[src/rtl/mem_arb_pkg.sv]
// Shared types and constants for the unified-memory port arbiter.
package mem_arb_pkg;

  typedef enum logic [1:0] {
    IDLE = 2'd0,
    BUSY = 2'd1,
    ERR  = 2'd2
  } state_t;

  typedef enum logic [1:0] {
    OWN_NONE = 2'd0,
    OWN_I    = 2'd1,
    OWN_D    = 2'd2
  } owner_t;

  localparam logic [1:0] WORD_MASK = 2'b00;

endpackage

[src/rtl/mem_arb_prio.sv]
// Grant selection: data wins unless fetch has waited through STARVE_MAX data grants.
module mem_arb_prio #(
  parameter int SW         = 4,
  parameter int STARVE_MAX = 4
) (
  input  logic          i_req,
  input  logic          d_req,
  input  logic [SW-1:0] starve_cnt,
  input  logic          can_grant,
  output logic          i_sel,
  output logic          d_sel
);

  logic starved;

  assign starved = (starve_cnt == SW'(STARVE_MAX));

  always_comb begin
    i_sel = 1'b0;
    d_sel = 1'b0;
    if (can_grant) begin
      if (d_req && !(i_req && starved)) d_sel = 1'b1;
      else if (i_req)                   i_sel = 1'b1;
    end
  end

endmodule

[src/rtl/mem_port_arbiter.sv]
// Shares one single-port memory between the fetch and load/store ports,
// sequencing a fixed read latency and returning a one-cycle valid pulse.
//
//   state | meaning
//   IDLE  | no outstanding access, grant allowed
//   BUSY  | access in flight, counting down MEM_LAT; grant allowed in response cycle
//   ERR   | one-cycle report of a misaligned data access, no grant
module mem_port_arbiter
  import mem_arb_pkg::*;
#(
  parameter int AW         = 32,
  parameter int DW         = 32,
  parameter int MEM_LAT    = 1,
  parameter int STARVE_MAX = 4
) (
  input  logic          clk,
  input  logic          reset,
  input  logic          i_req,
  input  logic [AW-1:0] i_addr,
  output logic          i_gnt,
  output logic          i_valid,
  output logic [DW-1:0] i_rdata,
  input  logic          d_req,
  input  logic          d_we,
  input  logic [AW-1:0] d_addr,
  input  logic [DW-1:0] d_wdata,
  output logic          d_gnt,
  output logic          d_valid,
  output logic          d_err,
  output logic [DW-1:0] d_rdata,
  output logic          m_en,
  output logic          m_we,
  output logic [AW-1:0] m_addr,
  output logic [DW-1:0] m_wdata,
  input  logic [DW-1:0] m_rdata
);

  localparam int LW = 3;
  localparam int SW = 4;

  state_t        state_q;
  owner_t        owner_q;
  logic          we_q;
  logic [LW-1:0] lat_q;
  logic [SW-1:0] starve_q;

  logic resp;
  logic can_grant;
  logic d_misal;
  logic unused_addr_bits;

  // The response cycle is the last BUSY cycle; the counter hits 0 at its end.
  assign resp      = (state_q == BUSY) && (lat_q == LW'(1));
  assign can_grant = reset && ((state_q == IDLE) || resp);
  assign d_misal   = (d_addr[1:0] != WORD_MASK);

  mem_arb_prio #(
    .SW         (SW),
    .STARVE_MAX (STARVE_MAX)
  ) u_prio (
    .i_req      (i_req),
    .d_req      (d_req),
    .starve_cnt (starve_q),
    .can_grant  (can_grant),
    .i_sel      (i_gnt),
    .d_sel      (d_gnt)
  );

  assign m_en    = i_gnt || (d_gnt && !d_misal);
  assign m_we    = d_gnt && !d_misal && d_we;
  assign m_addr  = i_gnt ? {i_addr[AW-1:2], WORD_MASK} : (m_en ? d_addr : '0);
  assign m_wdata = m_we ? d_wdata : '0;

  assign unused_addr_bits = ^i_addr[1:0];

  assign i_valid = reset && resp && (owner_q == OWN_I);
  assign d_valid = reset && ((resp && (owner_q == OWN_D)) || (state_q == ERR));
  assign d_err   = reset && (state_q == ERR);
  assign i_rdata = i_valid ? m_rdata : '0;
  assign d_rdata = (reset && resp && (owner_q == OWN_D) && !we_q) ? m_rdata : '0;

  always_ff @(posedge clk) begin
    if (!reset) begin
      state_q  <= IDLE;
      owner_q  <= OWN_NONE;
      we_q     <= 1'b0;
      lat_q    <= '0;
      starve_q <= '0;
    end else begin
      if (!i_req || i_gnt)
        starve_q <= '0;
      else if (d_gnt && (starve_q < SW'(STARVE_MAX)))
        starve_q <= starve_q + SW'(1);

      if (i_gnt) begin
        state_q <= BUSY;
        owner_q <= OWN_I;
        we_q    <= 1'b0;
        lat_q   <= LW'(MEM_LAT);
      end else if (d_gnt) begin
        owner_q <= OWN_D;
        we_q    <= d_we;
        if (d_misal) begin
          state_q <= ERR;
          lat_q   <= '0;
        end else begin
          state_q <= BUSY;
          lat_q   <= LW'(MEM_LAT);
        end
      end else begin
        case (state_q)
          BUSY: begin
            lat_q <= lat_q - LW'(1);
            if (lat_q == LW'(1)) begin
              state_q <= IDLE;
              owner_q <= OWN_NONE;
              we_q    <= 1'b0;
            end
          end
          ERR: begin
            state_q <= IDLE;
            owner_q <= OWN_NONE;
            we_q    <= 1'b0;
          end
          default: begin
            state_q <= IDLE;
            owner_q <= OWN_NONE;
          end
        endcase
      end
    end
  end

endmodule
[config.mk]
export PLATFORM = sky130hd
export DESIGN_NAME = mem_port_arbiter
export DESIGN_NICKNAME = d
export VERILOG_FILES = /design/src/rtl/mem_arb_pkg.sv /design/src/rtl/mem_arb_prio.sv /design/src/rtl/mem_port_arbiter.sv
export SDC_FILE = /design/constraint.sdc
export NUM_CORES = 1
export LEC_CHECK = 0
export CORE_AREA = 4 4 101 103
export DETAILED_ROUTE_END_ITERATION = 12
export DIE_AREA = 0 0 105 107
export PLACE_DENSITY = 0.67
export SYNTH_ARGS = -nofsm -noshare
export SYNTH_HDL_FRONTEND = slang
export SYNTH_HIERARCHICAL = 1
export SYNTH_SLANG_ARGS = --single-unit
[constraint.sdc]
create_clock -name clk -period 2.7 [get_ports clk]
set_input_delay 0.54 -clock clk [delete_from_list [all_inputs] [get_ports clk]]
set_output_delay 0.54 -clock clk [all_outputs]
set_load 0.02 [all_outputs]
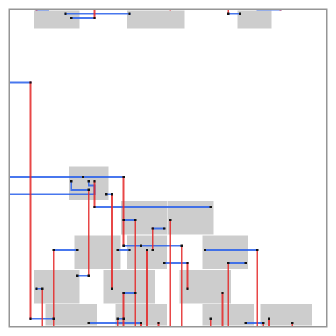
*Layout detail*
Window x 40 to 65, y 20 to 45 um. Cells in gray, sequential cells in the stronger gray; small squares are vias.
- metal 2: red
- metal 1: blue
- cells with their middle in the window: 16
- sequential cells in the window: 0
- most frequent: buf_6 (6), clkdlybuf4s50_1 (5), a22o_1 (2)

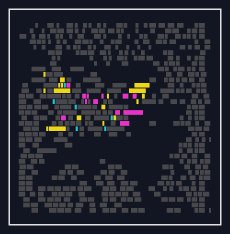
*Selected gate families*
Scale: 2 px per um.
- nand cells: magenta (cells 12; where center)
- nor cells: yellow (cells 17)
- inv cells: cyan (cells 6)
Finished Layout Cells: 608
Comb area share: 0.295
Top cell excl fill/tap: clkdlybuf4s50_1

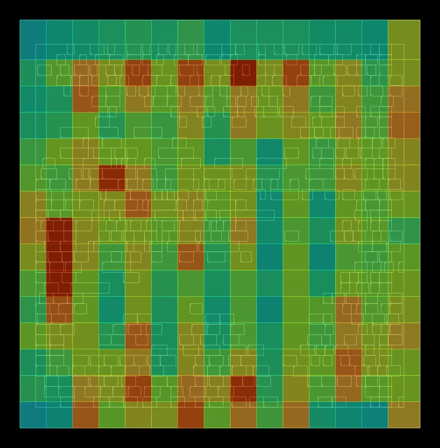
*Congestion heat map*
routing usage on met3: 0.0367
M2 GR Usage: 0.321
wire per inst: 15.9 um
Most Used Layer, Global Route: met2
Global Route Usage Sum: 0.156

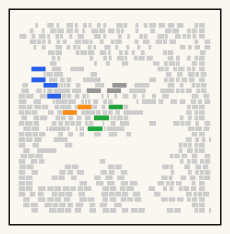
*Sequential cells grouped by signal name*
Scale: 2 px per um.
- state_q: orange (flops 2)
- lat_q: green (flops 3)
- starve_q: blue (flops 4)
- not colored: 3
Final Util: 0.498
Seq. pwr: 0.193 mW

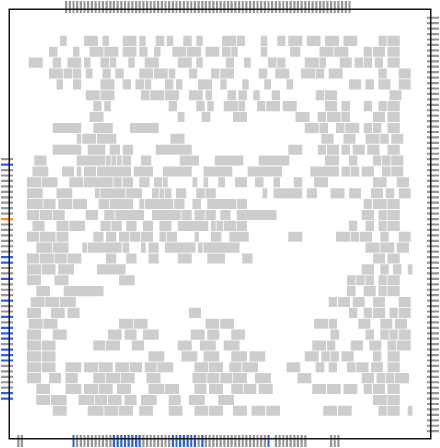
*Ports around the boundary*
Scale: 4 px per um. Pins as bars across the die edge, other pins in gray.
- d_addr: blue (pins 32; direction input; edge 18 south, 14 west)
- reset: orange (pins 1; direction input; edge west)
Port-buffer cells: 263
die width: 105 um
DIE HEIGHT: 107 um

==> flow_summary_export.csv <==
group,metric,value,unit
yosys,top_area_frac,0.360,
placed_design,dp_hpwl,8300,um
placed_design,routabilityCongestion,0.815,
global_routing,grt_pass1_wl,14300,um
timing,worst_slack,-38.0,ps
yosys,yosysCellCount,215,
cells_and_area,inverters_excl_clock,6,
timing,hold_violations,0,
timing,finalSetupViolations,16,
yosys,topCellsByArea,"and2_1 (36%), a22o_1 (16%), dfxtp_1 (14%)",
job,tool_warnings,31,
run_status,violations,"negative setup slack",
timing,rsz0062_at_grt,"true",
clocking,root_buffer,"clkbuf_8",
critical_path,cp_max_fo,8,
cells_and_area,layout_top_cells,"clkdlybuf4s50_1 (131), and2_1 (96), dlygate4sd2_1 (68)",
clocking,cts_setup_buffers,6,
cells_and_area,largest_reg_flops,4,
run_status,outcome,"finished with violations",
clocking,cts_hold_buffers,0,
critical_path,crit_path_end_kind,"primary output",
yosys,topCombFamilyByArea,"simple AND/OR/NAND/NOR gates",
Power and IR drop assume default switching activity.
